**The metal 1 layer**

Scale bar: 20 um. Cells faint in the background.
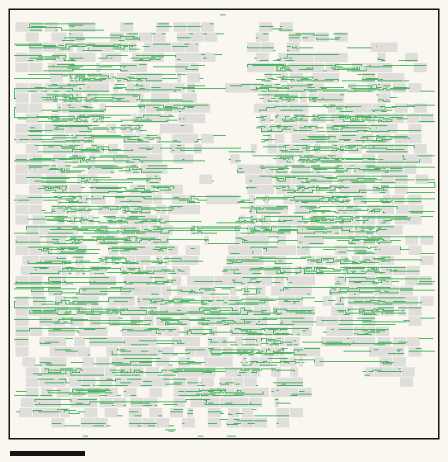
**Met2 routing**

Scale bar: 20 um. Cells faint in the background.
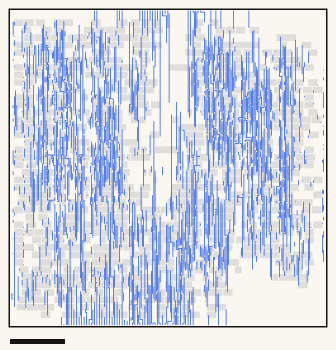
**Signal wires on met3**

Scale bar: 20 um. Cells faint in the background.
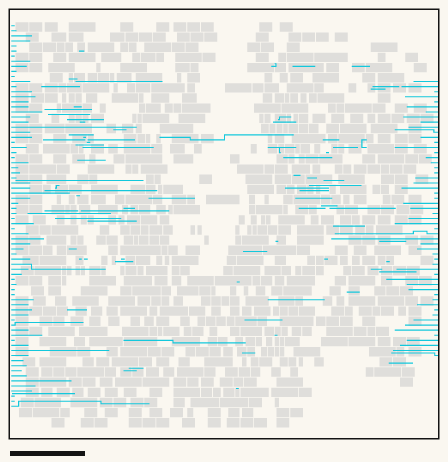
==> config.mk <==
export PLATFORM = sky130hd
export DESIGN_NAME = lsu_mem_if
export DESIGN_NICKNAME = d
export VERILOG_FILES = /design/src/rtl/lsu_mem_if.sv
export SDC_FILE = /design/constraint.sdc
export NUM_CORES = 1
export LEC_CHECK = 0
export CAP_MARGIN = 20
export CORE_UTILIZATION = 39
export CTS_CLUSTER_SIZE = 20
export DETAILED_ROUTE_END_ITERATION = 10
export PLACE_DENSITY = 0.77
export SYNTH_ARGS = -nofsm -noshare
export SYNTH_HDL_FRONTEND = slang
export SYNTH_SLANG_ARGS = --single-unit
==> constraint.sdc <==
create_clock -name CLK -period 1.9 [get_ports CLK]
set_input_delay 0.475 -clock CLK [delete_from_list [all_inputs] [get_ports CLK]]
set_output_delay 0.475 -clock CLK [all_outputs]
set_load 0.01 [all_outputs]
==> results.ini <==
[outcome]
status = complete, no violations

[power]
power_frac_clock_pct = 24.2
p_switching_mw = 2.67
total_power_mw = 7.83
power.internal_mw = 5.16
power_leader = combinational cells
pwr-share-seq_pct = 29.6
p_leak_nw = 3.07
pwr-share-comb_pct = 46.3
p_comb_mw = 3.62
p_seq_mw = 2.32
p_sw_share_pct = 34.1

[final_layout]
final-comb-area_mm2 = 0.00284
seqCellArea_mm2 = 0.00183
nFillCells = 985
lay_top_count = clkdlybuf4s50_1
final_cell_count_no_fill = 933
antenna_cells = 0
syn_to_final_growth_pct = 62.3

[synthesis]
postSynth.asyncResetShare_pct = 0
most_common_cell = dfxtp_1
synthCells = 519
synthTopCellsByArea = dfxtp_1 (37%), nor2b_1 (5.2%), mux2i_1 (4.8%)
yosys.area_share.xor_xnor_pct = 0
common_cells = dfxtp_1 (91), nor2b_1 (41), buf_4 (30), nand2b_1 (30), nor2_1 (26)
ys_area_mm2 = 0.00495
synth_area_mm2 = 0.00495
ys_sh_adder_pct = 1.26
ys.warnings.count = 0
synthesis.nets = 628
synth-edff-count = 0
syn_area_per_cell_um2 = 9.55
top_area_cell = dfxtp_1
top_cell_area_share_pct = 36.8
yosys.stat.seqShare_pct = 36.8
simple_gate_area_share_pct = 19.4

[global_routing]
gr-total-overflow = 0
grtUsageTotal_pct = 25.7
grt_pass1_wl_mm = 26.5
antenna_found_initial = 0
grt_pass1_vias = 5143

[placed_design]
dp_slack_ps = -651
gp_congestion = 0.949
port_buffers = 214
dp.cells = 895
hpwl_mm = 12.2

[min_path]
worstHoldPathCells = 1
hold_class = flip-flop to flip-flop

[final_timing]
slew_headroom_pct = 63.9
fin_crit_sh_pct = 98.7
fin_skew_ps = 7.96
maxClockFrequency_mhz = 533
hold_violations = 0

[critical_path]
path_max_fanout = 25
reg2reg_depth = 9
cp_cell_sequence = inv_2 > ha_4 > buf_4 > nand2b_1 > a21oi_4 > buf_4 > o32ai_4 > buf_12 > a22o_1
arrival_ps = 2110
start_kind = flip-flop
cp_slowest_cell = dfxtp_2
critical_path_class = flip-flop to flip-flop
end_kind = flip-flop
crit_required_ps = 2130
path_delay_family = buffers and inverters

[clock_network]
cts_tree = built
cts-resized-gates = 56
path_clk_slew_ps = 70
cts_setup_buffers = 15
clock-root-buffer = clkbuf_16
h-tree-depth = 3
numCtsBuffers = 9

[flow_run]
cap_violations = 0
warnings = 32

[floorplanning]
dieWidth_um = 115
chipArea_mm2 = 0.0132

[route]
m1WireLength_mm = 7.17
wl_per_cell_um = 18.7
ant_nets = 0
firstDrtPassIters = 7
wl_met3_mm = 1.38
routed_via_density = 5.50

Notes on 'the metal 1 layer' above:
main direction: horizontal
wire length on this layer: 7170 um
longest straight run: 26.2 um
share of all routed wire: 41%
nets with wire on the layer: 756
Routed WL: 17.4 mm
grt met1 use: 32.0%
Via Count: 5132

Notes on 'met2 routing' above:
wire length on this layer: 8460 um
share of all routed wire: 49%
longest straight run: 45.6 um
main direction: vertical
nets with wire on the layer: 786
grt met2 use: 44.1%

Notes on 'signal wires on met3' above:
nets with wire on the layer: 185
main direction: horizontal
longest straight run: 34.0 um
share of all routed wire: 7.9%
met3 usage: 5.03%

layer usage:
layer | GRT usage [%] | up-vias
li1 | - | 2388
met1 | 32.0 | 2444
met2 | 44.1 | 271
met5 | 0 | -
met4 | 9.09 | 0
met3 | 5.03 | 29
per-stage QoR:
stage,utilization (%),area [um2],TNS (ps)
6_report,65.9,8040,0
5_1_grt,65.9,8040,-115
4_1_cts,65.5,7990,0
3_5_place_dp,60.8,7420,-43370
3_3_place_gp,60.8,7420,-40950
2_1_floorplan,-,4970,-953
area by class of cell:
class                   count  area share, %
clock buffers              11           3.14
clock inverters             5          0.762
inverters                   8          0.405
multi-input cells         356           35.3
flip-flops and latches     91           22.7
well taps                 168           2.61
repair buffers            294           35.1
cell families after synthesis:
family          after synthesis
compound gates              138
buf+inv                      73
fa+ha+maj                     5
mux                          50
flops                        91
simple gates                162
No activity file was given, so power comes from the tool's default toggle rates.
